## src/rtl/pmem_pkg.sv

```systemverilog
// Shared types and constants for the cacheline-to-burst memory adaptor.
package pmem_pkg;

  localparam int PMEM_LINE_WIDTH  = 256;
  localparam int PMEM_BEAT_WIDTH  = 64;
  localparam int PMEM_BEATS       = PMEM_LINE_WIDTH / PMEM_BEAT_WIDTH;
  localparam int PMEM_OFFSET_BITS = 5;

  typedef enum logic [1:0] {
    IDLE  = 2'd0,
    READ  = 2'd1,
    WRITE = 2'd2,
    DONE  = 2'd3
  } pmem_adapt_state_t;

  // Clear the byte-within-line offset so bursts always start on a line boundary.
  function automatic logic [31:0] pmem_line_align(input logic [31:0] addr);
    return addr & ~((32'd1 << PMEM_OFFSET_BITS) - 32'd1);
  endfunction

endpackage

```

## src/rtl/pmem_line_adaptor_if.sv

```systemverilog
// Arbiter-side line request signals and DRAM-side burst signals of the adaptor.
interface pmem_line_adaptor_if;
  import pmem_pkg::*;

  logic                       ab_pmem_read;
  logic                       ab_pmem_write;
  logic [31:0]                ab_pmem_address;
  logic [PMEM_LINE_WIDTH-1:0] ab_pmem_wdata;
  logic [PMEM_LINE_WIDTH-1:0] ab_pmem_rdata;
  logic                       ab_pmem_resp;

  logic                       mem_read;
  logic                       mem_write;
  logic [31:0]                mem_address;
  logic [PMEM_BEAT_WIDTH-1:0] mem_wdata;
  logic [PMEM_BEAT_WIDTH-1:0] mem_rdata;
  logic                       mem_resp;

  // The adaptor is the slave of the arbiter and drives the memory burst.
  modport slave (
    input  ab_pmem_read, ab_pmem_write, ab_pmem_address, ab_pmem_wdata,
    input  mem_rdata, mem_resp,
    output ab_pmem_rdata, ab_pmem_resp,
    output mem_read, mem_write, mem_address, mem_wdata
  );

  modport master (
    output ab_pmem_read, ab_pmem_write, ab_pmem_address, ab_pmem_wdata,
    output mem_rdata, mem_resp,
    input  ab_pmem_rdata, ab_pmem_resp,
    input  mem_read, mem_write, mem_address, mem_wdata
  );

endinterface

```

## src/rtl/line_shift_buffer.sv

```systemverilog
// Line register: whole-line capture for writes, per-beat fill for reads,
// and beat selection for the outgoing write burst.
module line_shift_buffer
  import pmem_pkg::*;
#(
  parameter int  LINE_WIDTH = PMEM_LINE_WIDTH,
  parameter int  BEAT_WIDTH = PMEM_BEAT_WIDTH,
  localparam int BEATS      = LINE_WIDTH / BEAT_WIDTH,
  localparam int IDX_BITS   = $clog2(BEATS)
) (
  input  logic                  clk,
  input  logic                  srst,
  input  logic                  load_line_i,
  input  logic [LINE_WIDTH-1:0] line_i,
  input  logic                  load_beat_i,
  input  logic [IDX_BITS-1:0]   beat_idx_i,
  input  logic [BEAT_WIDTH-1:0] beat_i,
  input  logic [IDX_BITS-1:0]   sel_idx_i,
  output logic [BEAT_WIDTH-1:0] beat_o,
  output logic [LINE_WIDTH-1:0] line_next_o
);

  logic [LINE_WIDTH-1:0] line_q;

  for (genvar gi = 0; gi < BEATS; gi++) begin : g_beat
    logic [BEAT_WIDTH-1:0] slot_d;

    always_comb begin
      slot_d = line_q[gi*BEAT_WIDTH +: BEAT_WIDTH];
      if (load_line_i) begin
        slot_d = line_i[gi*BEAT_WIDTH +: BEAT_WIDTH];
      end else if (load_beat_i && (beat_idx_i == IDX_BITS'(gi))) begin
        slot_d = beat_i;
      end
    end

    assign line_next_o[gi*BEAT_WIDTH +: BEAT_WIDTH] = slot_d;
  end

  always_ff @(posedge clk) begin
    if (srst) begin
      line_q <= '0;
    end else begin
      line_q <= line_next_o;
    end
  end

  assign beat_o = line_q[sel_idx_i*BEAT_WIDTH +: BEAT_WIDTH];

endmodule

```

## src/rtl/pmem_line_adaptor.sv

```systemverilog
// Turns one cacheline read/write request into a 4-beat burst on the memory
// port and pulses ab_pmem_resp once the whole line has moved.
module pmem_line_adaptor
  import pmem_pkg::*;
#(
  parameter int  LINE_WIDTH = PMEM_LINE_WIDTH,
  parameter int  BEAT_WIDTH = PMEM_BEAT_WIDTH,
  localparam int BEATS      = LINE_WIDTH / BEAT_WIDTH
) (
  input logic               clk,
  input logic               reset,
  pmem_line_adaptor_if.slave bus
);

  localparam int CNT_BITS = $clog2(BEATS);
  localparam logic [CNT_BITS-1:0] LAST_BEAT = CNT_BITS'(BEATS - 1);

  pmem_adapt_state_t     state_q, state_d;
  logic [CNT_BITS-1:0]   cnt_q, cnt_d;
  logic [31:0]           addr_q, addr_d;
  logic [LINE_WIDTH-1:0] rdata_q;

  logic                  load_line;
  logic                  load_beat;
  logic                  rdata_load;
  logic [BEAT_WIDTH-1:0] cur_beat;
  logic [LINE_WIDTH-1:0] line_next;

  line_shift_buffer #(
    .LINE_WIDTH (LINE_WIDTH),
    .BEAT_WIDTH (BEAT_WIDTH)
  ) u_line_buf (
    .clk         (clk),
    .srst        (reset),
    .load_line_i (load_line),
    .line_i      (bus.ab_pmem_wdata),
    .load_beat_i (load_beat),
    .beat_idx_i  (cnt_q),
    .beat_i      (bus.mem_rdata),
    .sel_idx_i   (cnt_q),
    .beat_o      (cur_beat),
    .line_next_o (line_next)
  );

  always_ff @(posedge clk) begin
    if (reset) begin
      state_q <= IDLE;
      cnt_q   <= '0;
      addr_q  <= '0;
      rdata_q <= '0;
    end else begin
      state_q <= state_d;
      cnt_q   <= cnt_d;
      addr_q  <= addr_d;
      if (rdata_load) begin
        rdata_q <= line_next;
      end
    end
  end

  always_comb begin
    state_d    = state_q;
    cnt_d      = cnt_q;
    addr_d     = addr_q;
    load_line  = 1'b0;
    load_beat  = 1'b0;
    rdata_load = 1'b0;
    unique case (state_q)
      IDLE: begin
        cnt_d = '0;
        if (bus.ab_pmem_write) begin
          addr_d    = pmem_line_align(bus.ab_pmem_address);
          load_line = 1'b1;
          state_d   = WRITE;
        end else if (bus.ab_pmem_read) begin
          addr_d  = pmem_line_align(bus.ab_pmem_address);
          state_d = READ;
        end
      end
      READ: begin
        if (bus.mem_resp) begin
          load_beat = 1'b1;
          // The final beat is merged on its way into the visible read register.
          if (cnt_q == LAST_BEAT) begin
            rdata_load = 1'b1;
            state_d    = DONE;
          end else begin
            cnt_d = cnt_q + 1'b1;
          end
        end
      end
      WRITE: begin
        if (bus.mem_resp) begin
          if (cnt_q == LAST_BEAT) begin
            state_d = DONE;
          end else begin
            cnt_d = cnt_q + 1'b1;
          end
        end
      end
      DONE: state_d = IDLE;
      default: state_d = IDLE;
    endcase
  end

  always_comb begin
    bus.mem_read      = (state_q == READ);
    bus.mem_write     = (state_q == WRITE);
    bus.mem_address   = addr_q;
    bus.mem_wdata     = (state_q == WRITE) ? cur_beat : '0;
    bus.ab_pmem_resp  = (state_q == DONE);
    bus.ab_pmem_rdata = rdata_q;
  end

endmodule

```

## src/flat_wrapper.sv

```systemverilog
// flat-port wrapper written by rule: the top's interface ports become plain ports
module pmem_line_adaptor_flat import pmem_pkg::*;
#(
  parameter int  LINE_WIDTH = PMEM_LINE_WIDTH,
  parameter int  BEAT_WIDTH = PMEM_BEAT_WIDTH,
  localparam int BEATS      = LINE_WIDTH / BEAT_WIDTH
)
  (clk, reset, bus_ab_pmem_read, bus_ab_pmem_write, bus_ab_pmem_address, bus_ab_pmem_wdata, bus_mem_rdata, bus_mem_resp, bus_ab_pmem_rdata, bus_ab_pmem_resp, bus_mem_read, bus_mem_write, bus_mem_address, bus_mem_wdata);
  pmem_line_adaptor_if bus_i ();
  input logic clk;
  input logic reset;
  input wire logic [$bits(bus_i.ab_pmem_read)-1:0] bus_ab_pmem_read;
  input wire logic [$bits(bus_i.ab_pmem_write)-1:0] bus_ab_pmem_write;
  input wire logic [$bits(bus_i.ab_pmem_address)-1:0] bus_ab_pmem_address;
  input wire logic [$bits(bus_i.ab_pmem_wdata)-1:0] bus_ab_pmem_wdata;
  input wire logic [$bits(bus_i.mem_rdata)-1:0] bus_mem_rdata;
  input wire logic [$bits(bus_i.mem_resp)-1:0] bus_mem_resp;
  output wire logic [$bits(bus_i.ab_pmem_rdata)-1:0] bus_ab_pmem_rdata;
  output wire logic [$bits(bus_i.ab_pmem_resp)-1:0] bus_ab_pmem_resp;
  output wire logic [$bits(bus_i.mem_read)-1:0] bus_mem_read;
  output wire logic [$bits(bus_i.mem_write)-1:0] bus_mem_write;
  output wire logic [$bits(bus_i.mem_address)-1:0] bus_mem_address;
  output wire logic [$bits(bus_i.mem_wdata)-1:0] bus_mem_wdata;
  assign bus_i.ab_pmem_read = bus_ab_pmem_read;
  assign bus_i.ab_pmem_write = bus_ab_pmem_write;
  assign bus_i.ab_pmem_address = bus_ab_pmem_address;
  assign bus_i.ab_pmem_wdata = bus_ab_pmem_wdata;
  assign bus_i.mem_rdata = bus_mem_rdata;
  assign bus_i.mem_resp = bus_mem_resp;
  assign bus_ab_pmem_rdata = bus_i.ab_pmem_rdata;
  assign bus_ab_pmem_resp = bus_i.ab_pmem_resp;
  assign bus_mem_read = bus_i.mem_read;
  assign bus_mem_write = bus_i.mem_write;
  assign bus_mem_address = bus_i.mem_address;
  assign bus_mem_wdata = bus_i.mem_wdata;
  pmem_line_adaptor #(.LINE_WIDTH(LINE_WIDTH), .BEAT_WIDTH(BEAT_WIDTH)) u_core (.clk(clk), .reset(reset), .bus(bus_i));
endmodule
```

## config.mk

```make
export PLATFORM = sky130hd
export DESIGN_NAME = pmem_line_adaptor_flat
export DESIGN_NICKNAME = d
export VERILOG_FILES = /design/src/rtl/pmem_pkg.sv /design/src/rtl/pmem_line_adaptor_if.sv /design/src/rtl/line_shift_buffer.sv /design/src/rtl/pmem_line_adaptor.sv /design/src/flat_wrapper.sv
export SDC_FILE = /design/constraint.sdc
export NUM_CORES = 1
export LEC_CHECK = 0
export ABC_AREA = 1
export CORE_ASPECT_RATIO = 1.2
export CORE_MARGIN = 4
export CORE_UTILIZATION = 33
export CTS_BUF_LIST = sky130_fd_sc_hd__clkbuf_8 sky130_fd_sc_hd__clkbuf_16
export DETAILED_ROUTE_END_ITERATION = 16
export GPL_TIMING_DRIVEN = 0
export PLACE_DENSITY_LB_ADDON = 0.08
export SLEW_MARGIN = 20
export SYNTH_ARGS = -nofsm -noshare
export SYNTH_HDL_FRONTEND = slang
export SYNTH_SLANG_ARGS = --single-unit
export TNS_END_PERCENT = 30
```

## constraint.sdc

```tcl
create_clock -name clk -period 2.6 [get_ports clk]
set_input_delay 0.52 -clock clk [delete_from_list [all_inputs] [get_ports clk]]
set_output_delay 0.52 -clock clk [all_outputs]
set_load 0.05 [all_outputs]
```

==> run summary <==
impl run done, here's what came out: worst setup margin=-0.152 ns, placed cells=5716, clk sinks=543, register area share after synthesis=0.399, register area=10900 um2, antenna viol nets, final=0, Main synth FF type=dfxtp_1, largest net degree at the start of global routing=16, clock slew at reported path FFs=0.07 ns, outcome=finished, violations left, Die Footprint=87300 um2, root buf cell=clkbuf_16, Met2 Routed Length=68600 um, DRC violations left=0, Slew Viols, Final=0, Top Layer Used=met5, startpoint types=flop, Yosys top cell by instances=nand2_1, # IOs=712, ys async rst share=0, routability congestion estimate=0.940, wire length per cell=roughly 25 um, CP Class=flop to output port, 1st-iter DRT viols=2681, initial antenna violation count=21, die width=270 um, Inserted Clock Buffers=61, via count=30700, Comb gate area=13200 um2, Warnings, synthesis=0, fraction of layout cells with a size suffix above 1=0.124, worst slew pin tran=roughly 0.82 ns, top area contributor share=0.399, final period utilization=1.06, failing checks=negative setup slack, Synth cell types=23, total track usage=0.310, total grt overflow=0, DRT Pass-1 Iters=6, via/cell ratio=5.25, area grow syn2layout=42.9%, global-route wire length before repair=202000 um, CTS tree=built, post-layout util=0.475, Port Buffers=about 700, worst endpoint required time=2.08 ns, Mapped Area=27300 um2, Setup Viol. Count Final=64, DRT met1 WL=about 58000 um, Clock Tree Buf Depth=3, DP Worst Slack=-1.22 ns, Initial Util=0.332
## worst max-delay path, stage by stage (launching register included)
cell       delay [ns]
dfxtp_4          0.47
inv_8            0.07
clkbuf_16        0.21
clkbuf_16        0.19
a21oi_4          0.12
o21ai_2          0.08
a21oi_2          0.22
buf_6            0.19
## per-stage QoR
stage / TNS [ns] / area, um2 / power (mW) / hold slack [ns]
floorplan: 0 / 27300 / 15.9 / 0.487
global placement: -329.11 / 35600 / 19.8 / 0.462
detailed placement: -319.78 / 35600 / 19.8 / 0.476
CTS: -9.04 / 38300 / 29.5 / 0.401
global route: -10.12 / 39000 / 31.4 / 0.450
finish: -5.83 / 39000 / 30.1 / 0.447
## cell type report
type                    count  share of cell area
plain buffers             339              0.0538
repair buffers            707               0.183
well taps                1053              0.0338
multi-input cells        2494               0.339
clock inverters            34             0.00893
diodes                     10            0.000642
clock buffers              74              0.0443
inverters                 587              0.0574
flip-flops and latches    543               0.279
## registers in the layout (all words and copies together) (netlist names)
name / count
u_core.bus.ab_pmem_rdata: 256
u_core.u_line_buf.line_q: 256
u_core.bus.mem_address: 27
u_core.cnt_q: 2
u_core.state_q: 2
## report_power, final
group,internal [mW],switching (mW),leakage (nW)
clock network,5.36,3.90,1.06
registers,9.32,0.496,4.42
logic,3.47,7.57,11.7
## path summary, 6_finish.rpt
check	start	end	depth (start not counted)
worst max-delay path	u_core.cnt_q[0]$_SDFFE_PP0P_	bus_mem_wdata[31]	7
worst min-delay path	bus_ab_pmem_wdata[191]	u_core.u_line_buf.line_q[191]$_SDFF_PP0_	3
worst max register to register	u_core.cnt_q[1]$_SDFFE_PP0P_	u_core.bus.ab_pmem_rdata[124]$_SDFFE_PP0P_	10
worst min register to register	u_core.bus.mem_address[19]$_SDFFE_PP0P_	u_core.bus.mem_address[19]$_SDFFE_PP0P_	2
## kinds of logic after synthesis
family / synth area share
compound gates: 0.183
fa+ha+maj: 0.00505
buf+inv: 0.143
flops: 0.399
other cells: 0.000138
simple gates: 0.271
## cells in the final DEF (no fill, tap or decap), types with 74 or more instances in the layout
cell	n
inv_1	592
nand4_1	257
o21ai_0	78
nand2_1	777
a21oi_1	352
buf_4	74
nand3_1	513
o21a_1	256
dfxtp_1	539
a21oi_2	78
buf_2	160
clkdlybuf4s50_1	633
## routing by layer
layer	vias to the layer above	track usage
li1	14600	-
met1	14400	0.382
met2	1344	0.537
met3	283	0.0605
met4	10	0.121
met5	-	0
## repair_timing
item                       4_1_cts  5_1_grt
cloned                           0        4
buffers inserted                 2        1
resized                        644      208
hold buffers                     0        0
pin swaps                       37       52
setup endpoints to repair      561      179
met3.png
Scale bar: 100 um.
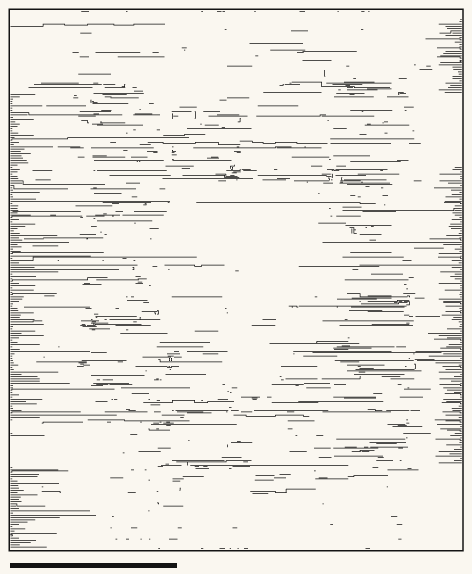
The layer carries 10700 um of wire. The layer holds 7.5% of the routed length.

final_placement.png
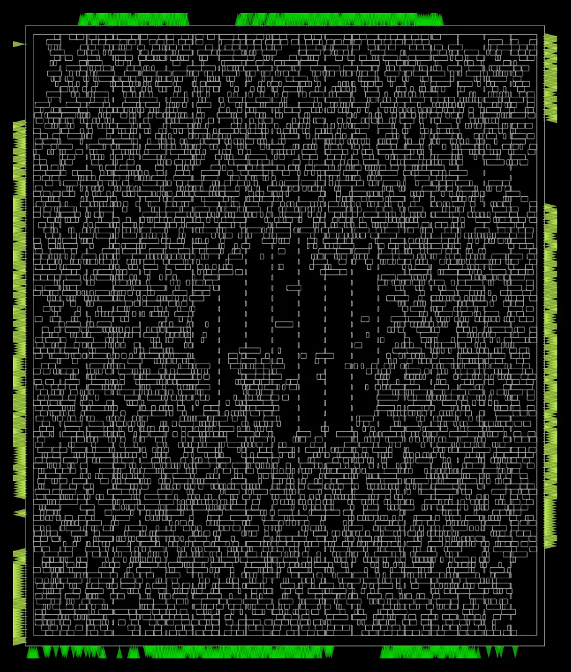
row count: 115
Seq/total area: 0.279
Seq cells: 543
Non-Filler Instances: 5841
Core Footprint: 82000 um2

Power is estimated from default activity; no workload was simulated.
